==> config.mk <==
export PLATFORM = sky130hd
export DESIGN_NAME = mac_accumulator_ctrl_flat
export DESIGN_NICKNAME = d
export VERILOG_FILES = /design/src/rtl/mac_accumulator_ctrl_if.sv /design/src/rtl/mac_accumulator_ctrl.sv /design/src/flat_wrapper.sv
export SDC_FILE = /design/constraint.sdc
export NUM_CORES = 1
export LEC_CHECK = 0
export CAP_MARGIN = 5
export CORE_UTILIZATION = 55
export DETAILED_ROUTE_END_ITERATION = 10
export DONT_BUFFER_PORTS = 1
export PLACE_DENSITY_LB_ADDON = 0.1
export SETUP_SLACK_MARGIN = 0.02
export SLEW_MARGIN = 20
export SYNTH_ARGS = -nofsm -noshare
export SYNTH_HDL_FRONTEND = slang
export SYNTH_SLANG_ARGS = --single-unit
export TNS_END_PERCENT = 50
==> constraint.sdc <==
create_clock -name clk -period 2 [get_ports clk]
set_input_delay 0.3 -clock clk [delete_from_list [all_inputs] [get_ports clk]]
set_output_delay 0.3 -clock clk [all_outputs]
set_load 0.005 [all_outputs]
Figure 1. Floorplan with the power grid (run 1).
Drawn at 12 px/um. Pins as bars on the die edge. Tap cells in gray.
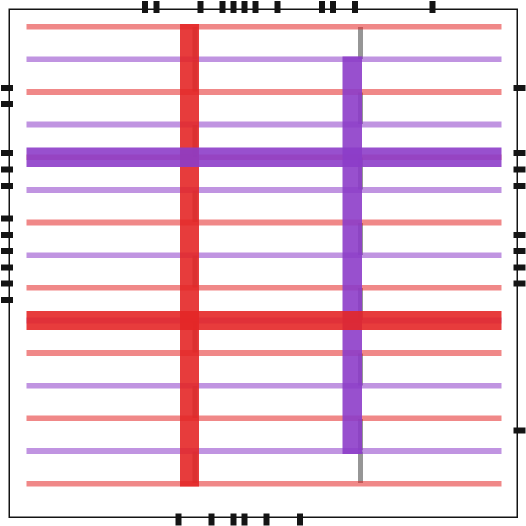
[red] VSS
[purple] VDD
met4 straps: 2
tap cells: 16
met1 rails: 15
signal pins: 38
y dimension of the die: 42.2 um
maximum vdd drop: 0.900 mV
placeable core region: 1510 um2
die width: 42.2 um

Figure 2. Placed cells, one color a class (run 1).
Drawn at 12 px/um. Fill, decap, tap and diode cells in gray.
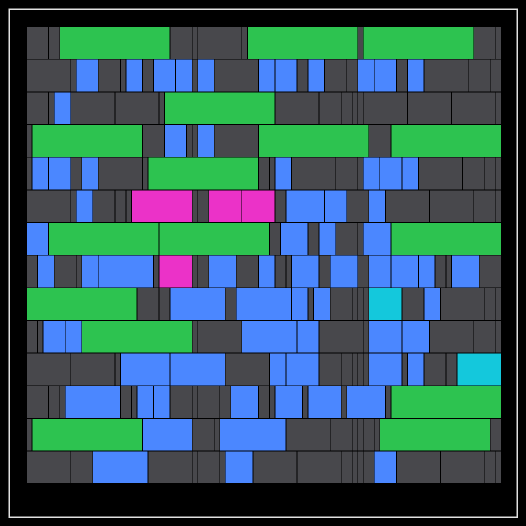
[green] sequential cells | cells: 16 | share of their area: 46%
[magenta] clock drivers and dummy loads | cells: 4 | share of their area: 4.2%
[cyan] remaining buffers and delay cells | cells: 2 | share of their area: 2.0%
[blue] combinational and other logic | cells: 69 | share of their area: 48%
fraction of area in registers: 0.450
number of cell rows: 14
final design area excluding fillers: 890 um2

Figure 3. Clock wires, drivers and flops (run 1).
Drawn at 10 px/um.
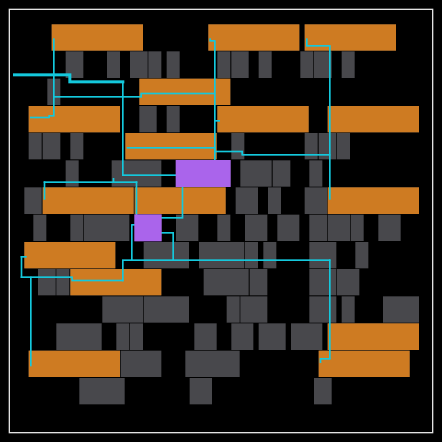
[purple] clock drivers | count: 3
[cyan] clock wires | length: 198 um
[orange] flip-flops | count: 16
flops lie: widely spread
Insertion Delay late pin: 0.28 ns
portion of total power attributed to the clock network: 0.157
Layout Skew: 0.00217 ns

==> notes.md, run 1 <==
The following summarizes the physical implementation.

Place
The global placer's final weighted congestion is 0.755. The cell count after placement is 102. Per the detailed placement report, the placed cell area equals 843 um2.

Final layout
The non-clock inverter count in the final layout is 4. Of all the cell area in the finished design, the clock network holds 0.0408. The register with the most flip-flops in the layout has 8 of them.

The library cell used most frequently in the layout, excluding fill and tap cells, is sky130_fd_sc_hd__nand2_1. 0 antenna diodes ended up in the layout. The net count reported at finish is 117. Per the layout report, the design carries 144 filler cells. The number of sequential storage elements is 16.

Clocking
The buffer type at the clock tree root is sky130_fd_sc_hd__clkbuf_4. The total of cells resized after clock tree synthesis is 0. For this design, the sink count on the clock tree is 16.

The deepest clock path buffer count is 2.

Final timing
The final timing report gives a worst setup slack of 0.244 ns. Per the final timing report, the hold violations number 0. The timing-limited maximum frequency is 570 MHz. The tightest hold margin is roughly 0.14 ns.

From the final report, the count of setup violators was given as 0.

Synthesis
Synthesis produced between 90 and 100 cells. Of the combinational cells, the family taking the most area is simple AND/OR/NAND/NOR gates. The most used flip-flop cell is sky130_fd_sc_hd__dfrtp_1.

For this run, the chip area from Yosys synthesis comes to between 800 and 900 um2.

Power and ir drop
The relative contribution of sequential cells to total power is 0.464. The fraction of power consumed by combinational cells is 0.379. The switching portion of total power comes to 0.399. The combinational power reported by the tool is about 520 uW. The static leakage is ~0.4 nW.

Outcome
The checks that failed: design-rule violations. The run finished, with violations left.

Floorplan
The floorplan step records an initial core utilization of 0.590. The I/O pin count is 38. The floorplan report lists the tap cell count as 16. The chip footprint is 1780 um2.

Route
The script logs the ratio of routed vias to standard cells as 5.64. The highest metal layer with signal wires is met3. The number of design rule violations left after detail routing is 1.

Setup path
The cell type of the slowest stage on the worst timing path is sky130_fd_sc_hd__a2111oi_2. STA puts the critical path data arrival time at 1.93 ns. Among all stages on the critical path, the maximum delay recorded is 0.42 ns.

GRT
The layer flagged by global routing as most heavily used is met2.

Run
The number of warnings the tools reported is 31.

Hold path
The worst hold path was traced through 2 stages.
==> run 2, diff against run 1 <==
- clock period: 2 -> 1.9 ns (I/O delays scaled with it)
Figure 4. Placed cells, one color a class (run 2).
Drawn at 12 px/um. Fill, decap, tap and diode cells in gray.
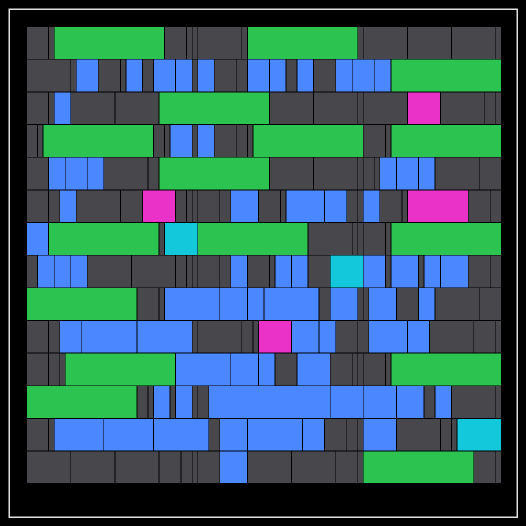
[blue] combinational and other logic | cells: 69 | share of their area: 48%
[cyan] remaining buffers and delay cells | cells: 3 | share of their area: 2.8%
[magenta] clock drivers and dummy loads | cells: 4 | share of their area: 4.1%
[green] sequential cells | cells: 16 | share of their area: 45%
fin util: 0.604
final design area excluding fillers: 910 um2
fraction of area in registers: 0.440

==> run 2 against run 1 <==
  * Clock-buffer cell count stayed put
  * Critical endpoint unchanged
  * Critical path depth stayed put
  * The run still ends with design-rule violations left
  * Final area is 2.3% higher
  * Clock power is 6% higher
  * Synthesized cell count stayed put
  * Combinational power is 12% higher
  * Global-route usage is 3.2 points higher
  * Wire length is 0.90% higher
  * Critical path type unchanged
  * Register-to-register slack worse by 0.04 ns
  * Synthesized area stayed put
==> notes.md, run 2 <==
The following summarizes the physical implementation.

Clocking
The number of H-tree branching levels is 1 (unchanged). The buffer type at the clock tree root is sky130_fd_sc_hd__clkbuf_4 (unchanged). The total of cells resized after clock tree synthesis is 0 (unchanged). The clock insertion delay at the later pin of the skew report is 0.29 ns (was 0.28 ns). The post-CTS setup repair buffer count is 0 (unchanged).

The number of sinks handled by clock tree synthesis is 16 (unchanged). The number of CTS-inserted buffers came to 3 (unchanged). The deepest clock path buffer count is 2 (unchanged).

Floorplan
The chip footprint is 1780 um2 (unchanged). The area of the core region is 1510 um2 (unchanged). The overall die width is 42.2 um (unchanged). The core utilization at floorplan came to 0.590 (unchanged).

The height of the chip is 42.2 um (unchanged). The number of placement rows is 14 (unchanged). The count of inserted tapcells is 16 (unchanged).

The I/O pin count is 38 (unchanged).

Power and ir drop
The peak ir drop on the vdd network is 0.933 mV (was 0.900 mV). The proportion of power drawn by the clock network is 0.154 (was 0.157). The internal power came to 883 uW (was 816 uW). The power dissipated in combinational cells is 576 uW (was 515 uW).

The fraction of power consumed by combinational cells was 0.393 (was 0.379). The static leakage is 0.407 nW (was 0.399 nW). The relative contribution of sequential cells to total power came to 0.453 (was 0.464).

The switching part of the total is 0.397 (was 0.399).

Final timing
The number of hold violations in the final report is 0 (unchanged). The final setup violation count is 0 (unchanged). The final worst setup slack is 0.201 ns (was 0.244 ns). The largest clock skew in the final design is 0.00295 ns (was 0.00217 ns). The tightest hold margin is 0.110 ns (was 0.139 ns). The timing-limited maximum frequency is 589 MHz (was 570 MHz).

The sum of negative setup slack is 0 ns (unchanged).

Setup path
The maximum single-stage delay on the critical path came to 0.40 ns (was 0.42 ns). The setup slack on the worst flop-to-flop path is 0.20 ns (was 0.24 ns). The cell count of the worst reg-to-reg path is 5 (unchanged). The cell type of the slowest stage on the worst timing path is sky130_fd_sc_hd__dfrtp_1 (was sky130_fd_sc_hd__a2111oi_2). The data arrival time at the worst-slack endpoint is 1.88 ns (was 1.93 ns).

The category of the worst setup path launch point is a flop (unchanged).

Final layout
The flip-flop count of the largest register, all copies and words added is 8 (unchanged). The layout buffer count excluding clock buffers is 3 (was 2). The clock-cell share of area is 0.0399 (was 0.0408). The most frequent logic cell in the layout is sky130_fd_sc_hd__nand2_1 (unchanged). The number of diodes added for antenna fixing is 0 (unchanged). The number of sequential storage elements is 16 (unchanged).

The number of inserted filler cells in the final layout was 133 (was 144). The non-clock inverter count in the final layout is 4 (unchanged). The net count reported at finish is 118 (was 117).

Run
The number of warnings the tools reported came to 31 (unchanged). The tally of max-capacitance violations is 0 (unchanged).

Synthesis
The register bit count reported by yosys is 16 (unchanged). The number of cells produced by synthesis is 96 (unchanged). The synthesis warning total is 0 (unchanged). The total cell area reported by yosys after synthesis came to 888 um2 (unchanged). The most used flip-flop cell was sky130_fd_sc_hd__dfrtp_1 (unchanged). The largest family of logic cells by area is simple AND/OR/NAND/NOR gates (unchanged). The multiplexer area fraction after synthesis came to 0.0254 (unchanged).

The xor and xnor area share after synthesis came to 0.0197 (unchanged). The synthesized-area fraction occupied by adder cells is 0.0986 (unchanged). The top cell type by instance count after synthesis is sky130_fd_sc_hd__nand2_1 (unchanged).

Place
The cell count after placement is 103 (was 102). The cell area after placement is 851 um2 (was 843 um2). The number of input and output port buffers inserted is 0 (unchanged). The global placer's final weighted congestion is 0.739 (was 0.755).

GRT
The number of antenna violations at the first check in global routing is 0 (unchanged). The most heavily used metal layer in global routing is met2 (unchanged). The first-pass GRT wire length was 2680 um (was 2420 um). The total congestion overflow was 0 (unchanged).

Route
The highest metal layer with signal wires is met4 (was met3). The number of design rule violations left after detail routing is 1 (unchanged). The routed via count divided by cell count is 5.57 (was 5.64).

Outcome
Failing checks: design-rule violations (unchanged). Run status: complete, but fails checks (unchanged).

Hold path
The worst hold path stage count is 2 (unchanged).
Figure 5. Routed metal, one color a layer (run 2).
Drawn at 12 px/um.
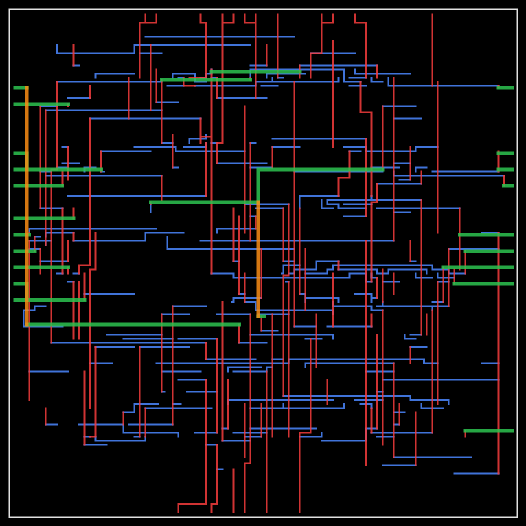
[red] metal 2 | wire length: 715 um
[green] metal 3 | wire length: 120 um
[blue] metal 1 | wire length: 699 um
[orange] metal 4 | wire length: 29.2 um
total number of vias: 602
total wire length: 1560 um
mean routed wirelength per cell: 14.5 um
overall track demand over capacity in global routing: 0.210

Power and IR drop assume default switching activity.
